==> src/rtl/uart_pkg.sv <==
// Shared UART definitions: widths, receive-FIFO entry layout and frame-size encoding.
package uart_pkg;

    localparam int unsigned UART_BYTE_W   = 8;
    localparam int unsigned RX_ENTRY_W    = 10;
    localparam int unsigned ERR_FRAME_BIT = 9;
    localparam int unsigned ERR_PRTY_BIT  = 8;

    localparam logic DBITS_7 = 1'b0;
    localparam logic DBITS_8 = 1'b1;

    typedef struct packed {
        logic                   err_frame;
        logic                   err_prty;
        logic [UART_BYTE_W-1:0] data;
    } rx_entry_t;

    // 7-bit frames never carry a meaningful bit 7, so it is stored as 0.
    function automatic rx_entry_t pack_rx_entry(
        input logic [UART_BYTE_W-1:0] data,
        input logic                   err_prty,
        input logic                   err_frame,
        input logic                   data_bit_sel
    );
        rx_entry_t e;
        e.err_frame = err_frame;
        e.err_prty  = err_prty;
        e.data      = data;
        if (data_bit_sel == DBITS_7) begin
            e.data[UART_BYTE_W-1] = 1'b0;
        end
        return e;
    endfunction

endpackage

==> src/rtl/fifo_mem_dp.sv <==
// DEPTH x WIDTH storage: synchronous write, asynchronous read. Contents are not reset.
module fifo_mem_dp #(
    parameter  int unsigned DEPTH = 16,
    parameter  int unsigned WIDTH = 10,
    localparam int unsigned AW    = $clog2(DEPTH)
) (
    input  logic             clk,
    input  logic             we,
    input  logic [AW-1:0]    waddr,
    input  logic [WIDTH-1:0] wdata,
    input  logic [AW-1:0]    raddr,
    output logic [WIDTH-1:0] rdata
);

    logic [WIDTH-1:0] mem_q [DEPTH];

    always_ff @(posedge clk) begin
        if (we) begin
            mem_q[waddr] <= wdata;
        end
    end

    always_comb begin
        rdata = mem_q[raddr];
    end

endmodule

==> src/rtl/uart_rx_fifo.sv <==
// First-word-fall-through receive buffer behind the UART receiver with sticky overflow.
// Define RX_FIFO_DROP_ERR_EN to discard bytes flagged with parity/frame errors and count them.
module uart_rx_fifo
    import uart_pkg::*;
#(
    parameter  int unsigned DEPTH = 16,
    localparam int unsigned AW    = $clog2(DEPTH)
) (
    input  logic                   clk,
    input  logic                   rst,
    input  logic [UART_BYTE_W-1:0] rx_data,
    input  logic                   rx_valid,
    input  logic                   rx_err_prty,
    input  logic                   rx_err_frame,
    input  logic                   data_bit_sel,
    input  logic                   rd_en,
    input  logic                   ovf_clr,
    output logic [UART_BYTE_W-1:0] rd_data,
    output logic                   rd_err_prty,
    output logic                   rd_err_frame,
    output logic                   empty,
    output logic                   full,
    output logic [AW:0]            count,
    output logic                   overflow
`ifdef RX_FIFO_DROP_ERR_EN
    ,
    output logic [3:0]             err_drop_cnt
`endif
);

    logic [AW-1:0] wr_ptr_q, wr_ptr_d, rd_ptr_q, rd_ptr_d;
    logic [AW:0]   count_q, count_d;
    logic          empty_q, empty_d, full_q, full_d, overflow_q, overflow_d;
    logic          accept, push, pop, ovf_evt;
    rx_entry_t     wr_entry, head;
    logic [RX_ENTRY_W-1:0] head_raw;

    fifo_mem_dp #(
        .DEPTH (DEPTH),
        .WIDTH (RX_ENTRY_W)
    ) u_mem (
        .clk   (clk),
        .we    (push),
        .waddr (wr_ptr_q),
        .wdata (wr_entry),
        .raddr (rd_ptr_q),
        .rdata (head_raw)
    );

`ifdef RX_FIFO_DROP_ERR_EN
    logic       err_byte;
    logic [3:0] err_cnt_q, err_cnt_d;
`endif

    always_comb begin
        wr_entry = pack_rx_entry(rx_data, rx_err_prty, rx_err_frame, data_bit_sel);
        pop      = rd_en && !empty_q;
`ifdef RX_FIFO_DROP_ERR_EN
        err_byte = rx_valid && (rx_err_prty || rx_err_frame);
        accept   = rx_valid && !err_byte;
        err_cnt_d = err_cnt_q;
        if (err_byte && (err_cnt_q != 4'hF)) begin
            err_cnt_d = err_cnt_q + 4'd1;
        end
`else
        accept   = rx_valid;
`endif
        // A pop frees a slot in the same cycle, so a full FIFO can still accept.
        push     = accept && (!full_q || pop);
        ovf_evt  = accept && full_q && !rd_en;

        wr_ptr_d = push ? wr_ptr_q + AW'(1) : wr_ptr_q;
        rd_ptr_d = pop  ? rd_ptr_q + AW'(1) : rd_ptr_q;
        count_d  = count_q + {{AW{1'b0}}, push} - {{AW{1'b0}}, pop};
        empty_d  = (count_d == '0);
        full_d   = (count_d == (AW+1)'(DEPTH));

        overflow_d = overflow_q;
        if (ovf_evt) begin
            overflow_d = 1'b1;
        end else if (ovf_clr) begin
            overflow_d = 1'b0;
        end
    end

    always_ff @(posedge clk or posedge rst) begin
        if (rst) begin
            wr_ptr_q   <= '0;
            rd_ptr_q   <= '0;
            count_q    <= '0;
            empty_q    <= 1'b1;
            full_q     <= 1'b0;
            overflow_q <= 1'b0;
        end else begin
            wr_ptr_q   <= wr_ptr_d;
            rd_ptr_q   <= rd_ptr_d;
            count_q    <= count_d;
            empty_q    <= empty_d;
            full_q     <= full_d;
            overflow_q <= overflow_d;
        end
    end

`ifdef RX_FIFO_DROP_ERR_EN
    always_ff @(posedge clk or posedge rst) begin
        if (rst) begin
            err_cnt_q <= '0;
        end else begin
            err_cnt_q <= err_cnt_d;
        end
    end

    always_comb begin
        err_drop_cnt = err_cnt_q;
    end
`endif

    always_comb begin
        head         = head_raw;
        rd_data      = empty_q ? '0   : head.data;
        rd_err_prty  = empty_q ? 1'b0 : head_raw[ERR_PRTY_BIT];
        rd_err_frame = empty_q ? 1'b0 : head_raw[ERR_FRAME_BIT];
        empty        = empty_q;
        full         = full_q;
        count        = count_q;
        overflow     = overflow_q;
    end

endmodule

==> config.mk <==
export PLATFORM = sky130hd
export DESIGN_NAME = uart_rx_fifo
export DESIGN_NICKNAME = d
export VERILOG_FILES = /design/src/rtl/uart_pkg.sv /design/src/rtl/fifo_mem_dp.sv /design/src/rtl/uart_rx_fifo.sv
export SDC_FILE = /design/constraint.sdc
export NUM_CORES = 1
export LEC_CHECK = 0
export ABC_AREA = 1
export CAP_MARGIN = 0
export CORE_ASPECT_RATIO = 0.9
export CORE_UTILIZATION = 40
export DETAILED_ROUTE_END_ITERATION = 12
export SYNTH_ARGS = -nofsm -noshare
export SYNTH_HDL_FRONTEND = slang
export SYNTH_SLANG_ARGS = --single-unit
==> constraint.sdc <==
create_clock -name clk -period 6.8 [get_ports clk]
set_input_delay 1.36 -clock clk [delete_from_list [all_inputs] [get_ports clk]]
set_output_delay 1.36 -clock clk [all_outputs]
set_load 0.1 [all_outputs]
Figure 1. M3 wires.
Scale bar: 50 um.
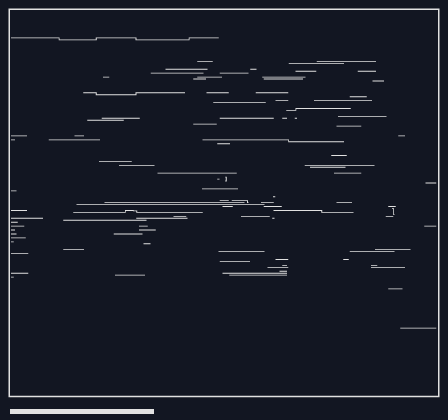
main direction: horizontal
longest straight run: 64.9 um
nets with wire on the layer: 65
Post-Route WL: 17000 um
global-route met3 utilization: 0.0401

Figure 2. M2 wires.
Cells faint in the background.
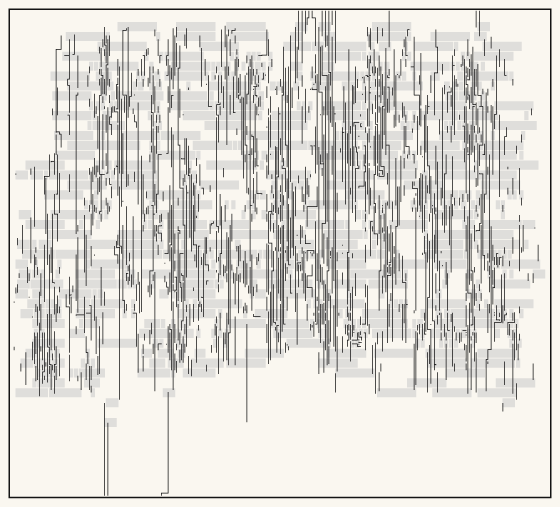
share of all routed wire: 47%
wire length on this layer: 8000 um
main direction: vertical
longest straight run: 62.9 um
nets with wire on the layer: 565
routed vias: 5046
GR Layer Usage met2: 0.291

Figure 3. Placement view.
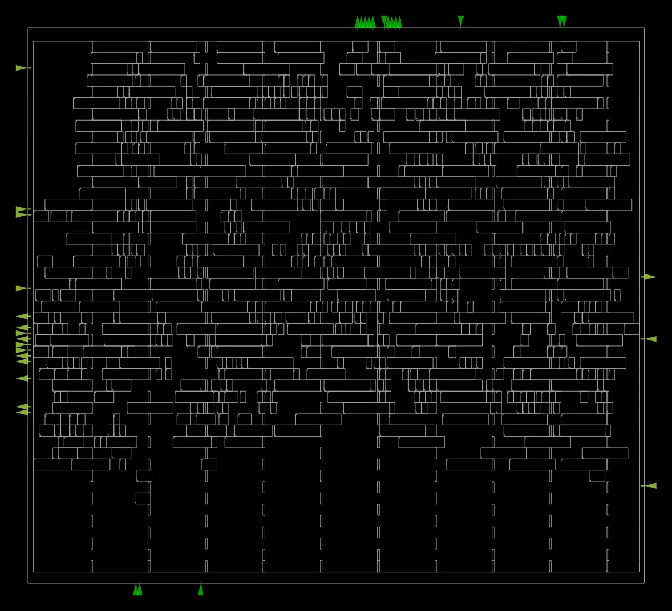
Core ar.: 18600 um^2
num sequential: 176
Post-Route Utilization: 0.463
Core Rows: 47
register fraction of the total cell area: 0.604

Figure 4. Placed cells, one color a class.
Fill, decap, tap and diode cells in gray.
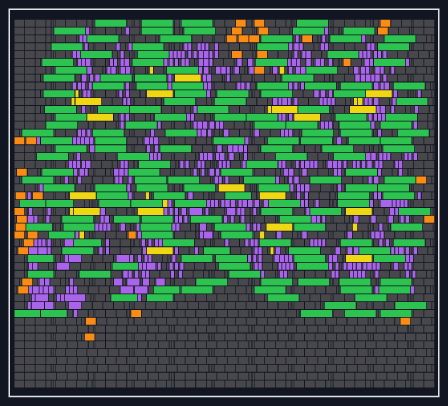
| class | color | cells | share of their area |
|---|---|---|---|
| other buffers and delay cells | orange | 35 | 4.1% |
| flops | green | 176 | 63% |
| clock drivers and dummy loads | yellow | 31 | 5.8% |
| combinational and other logic | purple | 525 | 27% |
post-route cell area: 8630 um^2

==> impl_metrics.yaml <==
# implementation run metrics
timing:
  layout_worst_path_cycle_share: 0.785
  tightest_slew_ns: 1.28
  finalSetupViolations: 0
  maxSlewViolCount: 0
  finalCriticalPeriod_ns: 5.34
  hold_violations: 0
power_and_ir_drop:
  total_power_mw: 4.14
  irDropWorstVdd_mv: 0.420
place:
  hpwl_um: 10400
  gp_routability_congestion: 0.785
clocking:
  clock_latency_ns: 0.42
  path_clk_slew_ns: 0.06
  htreeDepth: 4
  numCtsBuffers: 17
  cts_buffer_depth: 2
synthesis:
  syn_area_um2: 7720
  yosysWarnings: 0
  syn_inst: 734
  yosys.cell_types.count: 25
  yosys_cells: 734
  synth_nets: 761
  ff_type: "edfxtp_1"
  ys_area_um2: 7720
grt:
  grt_pass1_vias: 4823
  antenna_found_initial: 0
detailed_routing:
  ant_nets: 0
  detail_route.wl_per_cell_um: 16.8
  drt-initial-drc-count: 613
  post-route-drc-count: 0
  via_per_inst: 4.99
floorplan:
  chipArea_um2: 19900
  fp-utilization: 0.414
critical_path:
  r2r_cells: 13
  rrSetupSlack_ns: 4.09
  critical_path_arrival_ns: 3.98
  cp.required_ns: 5.44
  critPathLaunchType: "register"
  crit_type: "reg -> out"
outcome:
  outcome: "finished, final reports clean"
cells_and_area:
  diodes: 0
  drive_above_1_share: 0.0417
run:
  warnings: 29
  drv_cap: 0
hold_path:
  hold_depth: 2
layout by cell type, fill, tap and decap left out, drive strengths merged:
master,netlist,layout
a21oi,12,12
buf,29,2
clkbuf,4,19
clkdlybuf4s50,0,33
clkinv,0,12
dfrtp,15,15
dfstp,1,1
edfxtp,160,160
fa,1,1
ha,10,10
inv,105,105
nand2,260,260
nand3,101,101
nand4,2,2
nor2,19,19
nor3,1,1
o21ai,3,3
o22ai,1,1
or2,1,1
xnor2,2,2
xor2,7,7
registers in the layout, summed over array words and instances, names as in the netlist:
| signal | cells |
|---|---|
| count | 5 |
| full | 1 |
| overflow | 1 |
| empty | 1 |
| u_mem.mem_q | 160 |
| rd_ptr_q | 4 |
| wr_ptr_q | 4 |
per-stage QoR:
stage | hold slack [ns] | setup WS [ns]
2_1_floorplan | 0.501 | 2.98
3_3_place_gp | 0.526 | 1.92
3_5_place_dp | 0.528 | 1.90
4_1_cts | 0.543 | 1.45
5_1_grt | 0.575 | 1.29
6_report | 0.538 | 1.46
cell type report:
type                            count  area (um^2)
Inverter                          105          402
Tap cell                          245          307
Multi-Input combinational cell    420         1880
Fill cell                        1696        10000
Clock inverter                     12         52.6
Timing Repair Buffer               35          345
Clock buffer                       19          433
Sequential cell                   176         5210
power breakdown:
group | switching, mW | internal (mW)
registers | 0.139 | 1.33
clock network | 0.376 | 0.452
logic | 1.38 | 0.461
layer usage:
metal | track usage | wire, um | vias up
met5 | 0 | 0 | -
met4 | 0.0515 | 206 | 0
met3 | 0.0401 | 1130 | 18
met2 | 0.291 | 8000 | 187
met1 | 0.249 | 7700 | 2421
li1 | - | - | 2420
logic make-up (layout without fill, tap and decap cells):
logic type	Yosys count	count (layout)	share of synthesized area
buffers and inverters	138	171	0.0814
xor gates and xnor gates	9	9	0.0102
adders and majority gates	11	11	0.0188
AOI/OAI and AO/OA	16	16	0.0105
and+or+nand+nor	384	384	0.204
DFF	176	176	0.675
final timing paths:
| kind | start | endpoint |
|---|---|---|
| worst min-delay path | overflow | overflow |
| worst min register to register | overflow | overflow |
| max in group asynchronous | rst | rd_ptr_q[0] |
| min in group asynchronous | rst | full |
| worst max-delay path | rd_ptr_q[2] | rd_data[7] |
| worst max register to register | empty | full |
worst max-delay path: stages (launching register included):
cell and delay [ns]:
dfrtp_1 0.97, inv_1 0.68, nand3_1 0.26, nand3_1 0.13
a21oi_1 0.31, clkdlybuf4s50_1 1.19
Yosys cell counts, drive strengths merged, types with 2 or more instances:
| library cell | number | area share |
|---|---|---|
| clkbuf | 4 | 0.0019 |
| nand3 | 101 | 0.066 |
| edfxtp | 160 | 0.62 |
| buf | 29 | 0.027 |
| nand2 | 260 | 0.13 |
| inv | 105 | 0.052 |
| o21ai | 3 | 0.0019 |
| xor2 | 7 | 0.0079 |
| nand4 | 2 | 0.0016 |
| nor2 | 19 | 0.0092 |
| a21oi | 12 | 0.0078 |
| ha | 10 | 0.016 |
| xnor2 | 2 | 0.0023 |
| dfrtp | 15 | 0.049 |
No activity file was given, so power comes from the tool's default toggle rates.
